`config.mk`:
```
export PLATFORM = sky130hd
export DESIGN_NAME = ctrl_mc_flat
export DESIGN_NICKNAME = d
export VERILOG_FILES = /design/src/rtl/ctrl_mc_if.sv /design/src/rtl/ctrl_mc.sv /design/src/flat_wrapper.sv
export SDC_FILE = /design/constraint.sdc
export NUM_CORES = 1
export LEC_CHECK = 0
export ABC_AREA = 1
export CORE_MARGIN = 2
export CORE_UTILIZATION = 47
export CTS_BUF_LIST = sky130_fd_sc_hd__clkbuf_4 sky130_fd_sc_hd__clkbuf_8
export DETAILED_ROUTE_END_ITERATION = 7
export GPL_TIMING_DRIVEN = 0
export HOLD_SLACK_MARGIN = 0.08
export PLACE_DENSITY_LB_ADDON = 0.15
export SETUP_SLACK_MARGIN = 0.15
export SYNTH_ARGS = -nofsm -noshare
export SYNTH_HDL_FRONTEND = slang
export SYNTH_SLANG_ARGS = --single-unit
```
`constraint.sdc`:
```
create_clock -name clk -period 1.74 [get_ports clk]
set_input_delay 0.348 -clock clk [delete_from_list [all_inputs] [get_ports clk]]
set_output_delay 0.348 -clock clk [all_outputs]
set_load 0.005 [all_outputs]
```
`src/rtl/ctrl_mc_if.sv`:
```
`default_nettype none
// ============================================================================
// Module   : ctrl_mc_if
// Purpose  : Bundle between the SISC multi-cycle controller and its datapath.
//            The controller side (master) reads the IR fields, status and the
//            memory handshake, and drives every datapath control strobe.
//            The datapath side (slave) sees the same signals in reverse.
// Signals  : opcode, mm, stat, mem_ready           datapath -> controller
//            rf_we, wb_sel, br_sel, rb_sel, ir_load, pc_sel, pc_write, pc_rst,
//            alu_op[1:0], mm_sel, mem_req, dm_we,
//            halted, mem_err, state[2:0]           controller -> datapath
// Revision : 1.0  initial release
// ============================================================================
interface ctrl_mc_if #(
  parameter int OP_W = 4,
  parameter int MM_W = 4
);
  logic [OP_W-1:0] opcode;
  logic [MM_W-1:0] mm;
  logic [MM_W-1:0] stat;
  logic            mem_ready;

  logic            rf_we;
  logic            wb_sel;
  logic            br_sel;
  logic            rb_sel;
  logic            ir_load;
  logic            pc_sel;
  logic            pc_write;
  logic            pc_rst;
  logic [1:0]      alu_op;
  logic            mm_sel;
  logic            mem_req;
  logic            dm_we;
  logic            halted;
  logic            mem_err;
  logic [2:0]      state;

  modport master (
    input  opcode, mm, stat, mem_ready,
    output rf_we, wb_sel, br_sel, rb_sel, ir_load, pc_sel, pc_write, pc_rst,
           alu_op, mm_sel, mem_req, dm_we, halted, mem_err, state
  );

  modport slave (
    output opcode, mm, stat, mem_ready,
    input  rf_we, wb_sel, br_sel, rb_sel, ir_load, pc_sel, pc_write, pc_rst,
           alu_op, mm_sel, mem_req, dm_we, halted, mem_err, state
  );
endinterface
`default_nettype wire

```
`src/rtl/ctrl_mc.sv`:
```
`default_nettype none
// ============================================================================
// Module   : ctrl_mc
// Purpose  : Multi-cycle control unit for the SISC datapath. Sequences
//            fetch / decode / execute / memory / writeback, resolves
//            conditional branches against the status register, waits on the
//            memory handshake and latches HALT until reset. A bounded wait
//            counter flags a stuck memory (sticky mem_err) and halts.
// Ports    : clk    system clock (posedge)
//            rst_f  synchronous reset, active-high
//            bus    ctrl_mc_if.master (IR fields, status, mem_ready in;
//                   datapath strobes, halted, mem_err, state out)
// Revision : 1.0  initial release
// ============================================================================
module ctrl_mc #(
  parameter int OP_W     = 4,
  parameter int MM_W     = 4,
  parameter int WAIT_MAX = 15,
  parameter int AM_IMM   = 8
) (
  input wire logic     clk,
  input wire logic     rst_f,
  ctrl_mc_if.master    bus
);

  localparam logic [OP_W-1:0] c_LOD    = OP_W'(1);
  localparam logic [OP_W-1:0] c_STR    = OP_W'(2);
  localparam logic [OP_W-1:0] c_SWP    = OP_W'(3);
  localparam logic [OP_W-1:0] c_BRA    = OP_W'(4);
  localparam logic [OP_W-1:0] c_BRR    = OP_W'(5);
  localparam logic [OP_W-1:0] c_BNE    = OP_W'(6);
  localparam logic [OP_W-1:0] c_BNR    = OP_W'(7);
  localparam logic [OP_W-1:0] c_ALU_OP = OP_W'(8);
  localparam logic [OP_W-1:0] c_HLT    = OP_W'(15);
  localparam logic [MM_W-1:0] c_AM_IMM = MM_W'(AM_IMM);
  localparam logic [7:0]      c_WAIT_LAST = 8'(WAIT_MAX - 1);

  typedef enum logic [2:0] {
    S_START0    = 3'd0,
    S_START1    = 3'd1,
    S_FETCH     = 3'd2,
    S_DECODE    = 3'd3,
    S_EXECUTE   = 3'd4,
    S_MEM       = 3'd5,
    S_WRITEBACK = 3'd6,
    S_HALT      = 3'd7
  } state_t;

  state_t     r_state;
  state_t     w_next;
  logic [7:0] r_wait_cnt;
  logic       r_mem_err;

  // opcode classes
  logic w_is_lod, w_is_str, w_is_swp, w_is_alu, w_is_hlt;
  logic w_br_pos, w_br_neg, w_br_abs, w_is_br, w_taken;
  logic w_waiting, w_timeout;

  assign w_is_lod = (bus.opcode == c_LOD);
  assign w_is_str = (bus.opcode == c_STR);
  assign w_is_swp = (bus.opcode == c_SWP);
  assign w_is_alu = (bus.opcode == c_ALU_OP);
  assign w_is_hlt = (bus.opcode == c_HLT);
  assign w_br_pos = (bus.opcode == c_BRA) || (bus.opcode == c_BRR);
  assign w_br_neg = (bus.opcode == c_BNE) || (bus.opcode == c_BNR);
  assign w_br_abs = (bus.opcode == c_BRA) || (bus.opcode == c_BNE);
  assign w_is_br  = w_br_pos || w_br_neg;

  // mm==0 is the unconditional form; otherwise mm masks the status bits.
  assign w_taken = (bus.mm == '0)
                || (w_br_pos &&  (|(bus.mm & bus.stat)))
                || (w_br_neg && !(|(bus.mm & bus.stat)));

  // Only FETCH and MEM issue requests, so only they can stall.
  assign w_waiting = ((r_state == S_FETCH) || (r_state == S_MEM)) && !bus.mem_ready;
  assign w_timeout = w_waiting && (r_wait_cnt == c_WAIT_LAST);

  logic       w_rf_we, w_wb_sel, w_br_sel, w_rb_sel, w_ir_load;
  logic       w_pc_sel, w_pc_write, w_pc_rst, w_mm_sel, w_mem_req;
  logic       w_dm_we, w_halted;
  logic [1:0] w_alu_op;

  always_ff @(posedge clk) begin
    if (rst_f) begin
      r_state    <= S_START1;
      r_wait_cnt <= '0;
      r_mem_err  <= 1'b0;
    end else begin
      r_state <= w_next;
      if (w_next != r_state)
        r_wait_cnt <= '0;
      else if (w_waiting)
        r_wait_cnt <= r_wait_cnt + 8'd1;
      if (w_timeout)
        r_mem_err <= 1'b1;
    end
  end

  always_comb begin
    w_next     = r_state;
    w_rf_we    = 1'b0;
    w_wb_sel   = 1'b0;
    w_br_sel   = 1'b0;
    w_rb_sel   = 1'b0;
    w_ir_load  = 1'b0;
    w_pc_sel   = 1'b0;
    w_pc_write = 1'b0;
    w_pc_rst   = 1'b0;
    w_alu_op   = 2'b10;
    w_mm_sel   = 1'b0;
    w_mem_req  = 1'b0;
    w_dm_we    = 1'b0;
    w_halted   = 1'b0;

    case (r_state)
      S_START0: begin
        w_pc_rst = 1'b1;
        w_next   = S_START1;
      end
      S_START1: begin
        w_pc_rst = 1'b1;
        w_next   = S_FETCH;
      end
      S_FETCH: begin
        w_mem_req = 1'b1;
        if (bus.mem_ready) begin
          w_ir_load  = 1'b1;
          w_pc_write = 1'b1;
          w_next     = S_DECODE;
        end
      end
      S_DECODE: begin
        w_br_sel = w_br_abs;
        w_rb_sel = w_is_str;
        w_next   = w_is_hlt ? S_HALT : S_EXECUTE;
      end
      S_EXECUTE: begin
        w_next = S_FETCH;
        if (w_is_alu) begin
          w_alu_op = (bus.mm == c_AM_IMM) ? 2'b01 : 2'b00;
          w_next   = S_WRITEBACK;
        end else if (w_is_lod || w_is_str || w_is_swp) begin
          // address add; status must not be disturbed by it
          w_alu_op = 2'b11;
          w_next   = S_MEM;
        end else if (w_is_br && w_taken) begin
          w_pc_sel   = 1'b1;
          w_pc_write = 1'b1;
          w_br_sel   = w_br_abs;
        end
      end
      S_MEM: begin
        w_mem_req = 1'b1;
        w_mm_sel  = 1'b1;
        w_alu_op  = 2'b11;
        w_dm_we   = w_is_str || w_is_swp;
        if (bus.mem_ready)
          w_next = (w_is_lod || w_is_swp) ? S_WRITEBACK : S_FETCH;
      end
      S_WRITEBACK: begin
        w_rf_we  = 1'b1;
        w_wb_sel = w_is_lod || w_is_swp;
        w_next   = S_FETCH;
      end
      S_HALT: begin
        w_halted = 1'b1;
      end
      default: w_next = S_START1;
    endcase

    if (w_timeout)
      w_next = S_HALT;
  end

  assign bus.rf_we    = w_rf_we;
  assign bus.wb_sel   = w_wb_sel;
  assign bus.br_sel   = w_br_sel;
  assign bus.rb_sel   = w_rb_sel;
  assign bus.ir_load  = w_ir_load;
  assign bus.pc_sel   = w_pc_sel;
  assign bus.pc_write = w_pc_write;
  assign bus.pc_rst   = w_pc_rst;
  assign bus.alu_op   = w_alu_op;
  assign bus.mm_sel   = w_mm_sel;
  assign bus.mem_req  = w_mem_req;
  assign bus.dm_we    = w_dm_we;
  assign bus.halted   = w_halted;
  assign bus.mem_err  = r_mem_err;
  assign bus.state    = r_state;

endmodule
`default_nettype wire

```
`src/flat_wrapper.sv`:
```
// flat-port wrapper written by rule: the top's interface ports become plain ports
module ctrl_mc_flat 
#(
  parameter int OP_W     = 4,
  parameter int MM_W     = 4,
  parameter int WAIT_MAX = 15,
  parameter int AM_IMM   = 8
)
  (clk, rst_f, bus_opcode, bus_mm, bus_stat, bus_mem_ready, bus_rf_we, bus_wb_sel, bus_br_sel, bus_rb_sel, bus_ir_load, bus_pc_sel, bus_pc_write, bus_pc_rst, bus_alu_op, bus_mm_sel, bus_mem_req, bus_dm_we, bus_halted, bus_mem_err, bus_state);
  ctrl_mc_if #(.OP_W(OP_W), .MM_W(MM_W)) bus_i ();
  input wire logic clk;
  input wire logic rst_f;
  input wire logic [$bits(bus_i.opcode)-1:0] bus_opcode;
  input wire logic [$bits(bus_i.mm)-1:0] bus_mm;
  input wire logic [$bits(bus_i.stat)-1:0] bus_stat;
  input wire logic [$bits(bus_i.mem_ready)-1:0] bus_mem_ready;
  output wire logic [$bits(bus_i.rf_we)-1:0] bus_rf_we;
  output wire logic [$bits(bus_i.wb_sel)-1:0] bus_wb_sel;
  output wire logic [$bits(bus_i.br_sel)-1:0] bus_br_sel;
  output wire logic [$bits(bus_i.rb_sel)-1:0] bus_rb_sel;
  output wire logic [$bits(bus_i.ir_load)-1:0] bus_ir_load;
  output wire logic [$bits(bus_i.pc_sel)-1:0] bus_pc_sel;
  output wire logic [$bits(bus_i.pc_write)-1:0] bus_pc_write;
  output wire logic [$bits(bus_i.pc_rst)-1:0] bus_pc_rst;
  output wire logic [$bits(bus_i.alu_op)-1:0] bus_alu_op;
  output wire logic [$bits(bus_i.mm_sel)-1:0] bus_mm_sel;
  output wire logic [$bits(bus_i.mem_req)-1:0] bus_mem_req;
  output wire logic [$bits(bus_i.dm_we)-1:0] bus_dm_we;
  output wire logic [$bits(bus_i.halted)-1:0] bus_halted;
  output wire logic [$bits(bus_i.mem_err)-1:0] bus_mem_err;
  output wire logic [$bits(bus_i.state)-1:0] bus_state;
  assign bus_i.opcode = bus_opcode;
  assign bus_i.mm = bus_mm;
  assign bus_i.stat = bus_stat;
  assign bus_i.mem_ready = bus_mem_ready;
  assign bus_rf_we = bus_i.rf_we;
  assign bus_wb_sel = bus_i.wb_sel;
  assign bus_br_sel = bus_i.br_sel;
  assign bus_rb_sel = bus_i.rb_sel;
  assign bus_ir_load = bus_i.ir_load;
  assign bus_pc_sel = bus_i.pc_sel;
  assign bus_pc_write = bus_i.pc_write;
  assign bus_pc_rst = bus_i.pc_rst;
  assign bus_alu_op = bus_i.alu_op;
  assign bus_mm_sel = bus_i.mm_sel;
  assign bus_mem_req = bus_i.mem_req;
  assign bus_dm_we = bus_i.dm_we;
  assign bus_halted = bus_i.halted;
  assign bus_mem_err = bus_i.mem_err;
  assign bus_state = bus_i.state;
  ctrl_mc #(.OP_W(OP_W), .MM_W(MM_W), .WAIT_MAX(WAIT_MAX), .AM_IMM(AM_IMM)) u_core (.clk(clk), .rst_f(rst_f), .bus(bus_i));
endmodule
```
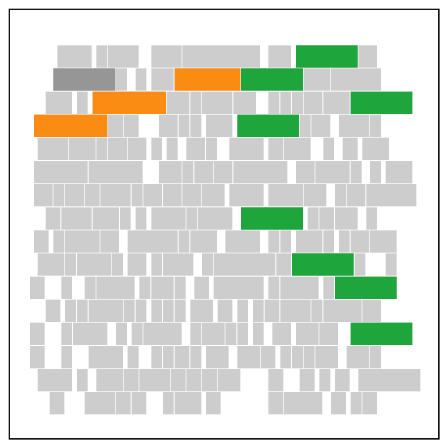
**Above:** register map, names as in the netlist.
Other sequential cells in the stronger gray, the rest of the logic in the fainter gray.
color	name in the netlist	sequential cells
green	`u_core.r_wait_cnt`	8
orange	`u_core.bus.state`	3
not colored	1
post-route core utilization: 0.8181
Seq. cell area: 249.0 um2

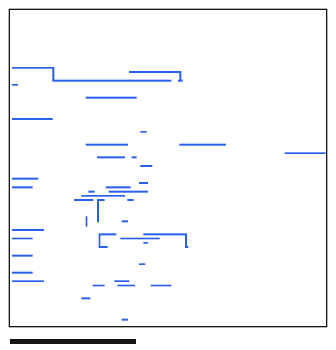
**Above:** signal wires on met3.
The bar under the picture is 20 um long.
wire length on this layer	164 um
main direction	horizontal
nets with wire on the layer	31

==> flow_summary.rst <==
Physical design figures
=======================

.. list-table::
   :header-rows: 1

   * - Metric
     - Value
   * - Int Power
     - 0.0006998 W
   * - Mux cell area share after synthesis
     - 0
   * - Met3 capacity usage during global routing
     - 0.06548
   * - Placed standard-cell area
     - 1364 um2
   * - Launch point of the worst hold path
     - u_core.bus.mem_err
   * - Global routing met1 resource utilization
     - 0.2970
   * - Met3 wirelength from detailed routing
     - 164 um
   * - Number of distinct library cell variants in the gate-level netlist after synthesis
     - 25
   * - Flip-flop count of the largest register, all copies and words added
     - 8
   * - Remaining antenna violation count
     - 0
   * - Congestion Overflow GR
     - 0
   * - Total wire length
     - 3269 um
   * - Highest attainable clock frequency
     - 593.9 MHz
   * - Switching power as a share of total power
     - 0.4410
   * - Avg Vias per Cell
     - 5.162
   * - Slew HR
     - 0.8334
   * - Reg2Reg Capture Point
     - u_core.r_wait_cnt[1]
   * - Register bank with the most flops
     - u_core.r_wait_cnt
   * - Combined buffer and inverter count along the critical path
     - 2
   * - Number of buffers inserted during clock tree synthesis
     - 3
   * - Cell with the largest stage delay on the worst path
     - sky130_fd_sc_hd__dfxtp_2
   * - Post-synthesis share of cell area spent on and-or and or-and gates
     - 0.06444
   * - Crit end category
     - primary output
   * - FP Core Util
     - 0.5044
   * - Startpoint type of the worst setup path
     - register
   * - TNS Setup
     - 0 ns
   * - Worst min-delay path endpoint
     - u_core.bus.mem_err
   * - Top metal layer carrying routed signals
     - met4
   * - Clock Power Share
     - 0.136
   * - Root Driver
     - sky130_fd_sc_hd__clkbuf_4
   * - Max-slew violation count
     - 0
   * - Final standard cell area without fillers
     - 1638 um2
   * - Reg-to-reg setup timing slack
     - 0.13 ns
   * - Buffer share of cell area
     - 0.2429
   * - Worst-Margin Slew
     - 0.2497 ns
   * - Power per Cell Area
     - 764.3 nW/um2
   * - Worst Reg2Reg Path Length in Cells
     - 11
   * - Maximum level of the CTS H-tree
     - 1
   * - Most frequent standard cell in the layout excluding fill and tap cells
     - sky130_fd_sc_hd__nand2_1
   * - Top library cells by usage in the layout, fill and taps aside
     - sky130_fd_sc_hd__nand2_1 (28), sky130_fd_sc_hd__inv_2 (17), sky130_fd_sc_hd__nor2_1 (16), sky130_fd_sc_hd__inv_1 (15)
   * - Clock transition at the register clock pins on the worst setup and hold paths after CTS
     - 0.07 ns
   * - Relative contribution of sequential cells to total power
     - 0.272
   * - Maximum number of pins on one net before global-route repair
     - 9
   * - Post-route setup slack
     - 0.05631 ns
   * - Largest stage delay, worst path
     - 0.35 ns
   * - Worst setup path startpoint
     - u_core.bus.state[2]
   * - Number of cell rows
     - 16
   * - Group drawing the most power
     - combinational cells
   * - Cells after synthesis
     - 161
   * - Number of inserted filler cells in the final layout
     - 133
   * - Number of warnings in the stage logs
     - 29
   * - Number of cells in the design after placement
     - 220
   * - Worst Setup Slack post-DPL
     - -0.6853 ns
   * - Type of the worst min-delay path
     - register to register
   * - Number of cell instances after yosys synthesis
     - 161
   * - Wl on met1
     - 1301 um
   * - Run status
     - finished clean
   * - Post-synthesis area per instance
     - 6.272 um2
   * - Final Critical Period
     - 1.684 ns
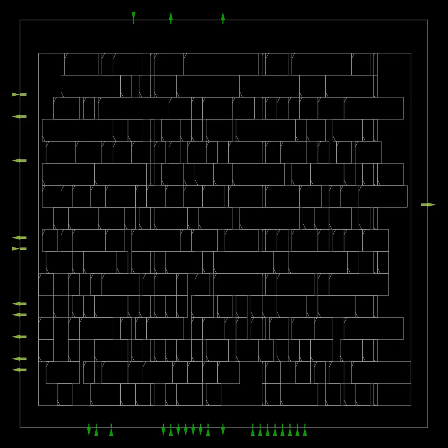
**Above:** cell placement.
flip-flop and latch count: 12
Core Region: 2002 um2
non-filler instance count after layout: 241
Seq/total area: 0.1520

repair_timing:
action                                  4_1_cts  5_1_grt
gates resized                               119       35
buffers inserted                             14        4
hold buffers                                  0        0
endpoints found under the setup margin       24       21
pin swaps                                    21       15
cells in the mapped netlist (all sizes together):
library cell | n | area share
nand4 | 4 | 0.025
a41oi | 1 | 0.0087
a21oi | 3 | 0.019
and2 | 1 | 0.0087
nand2 | 36 | 0.15
xnor2 | 1 | 0.0087
nor3 | 3 | 0.025
ha | 2 | 0.025
nor4 | 2 | 0.012
o22ai | 2 | 0.012
nor2 | 34 | 0.14
nand3 | 14 | 0.11
o21ai | 5 | 0.025
dfxtp | 12 | 0.24
clkbuf | 1 | 0.014
xor2 | 6 | 0.052
inv | 34 | 0.13
No activity file was given, so power comes from the tool's default toggle rates.
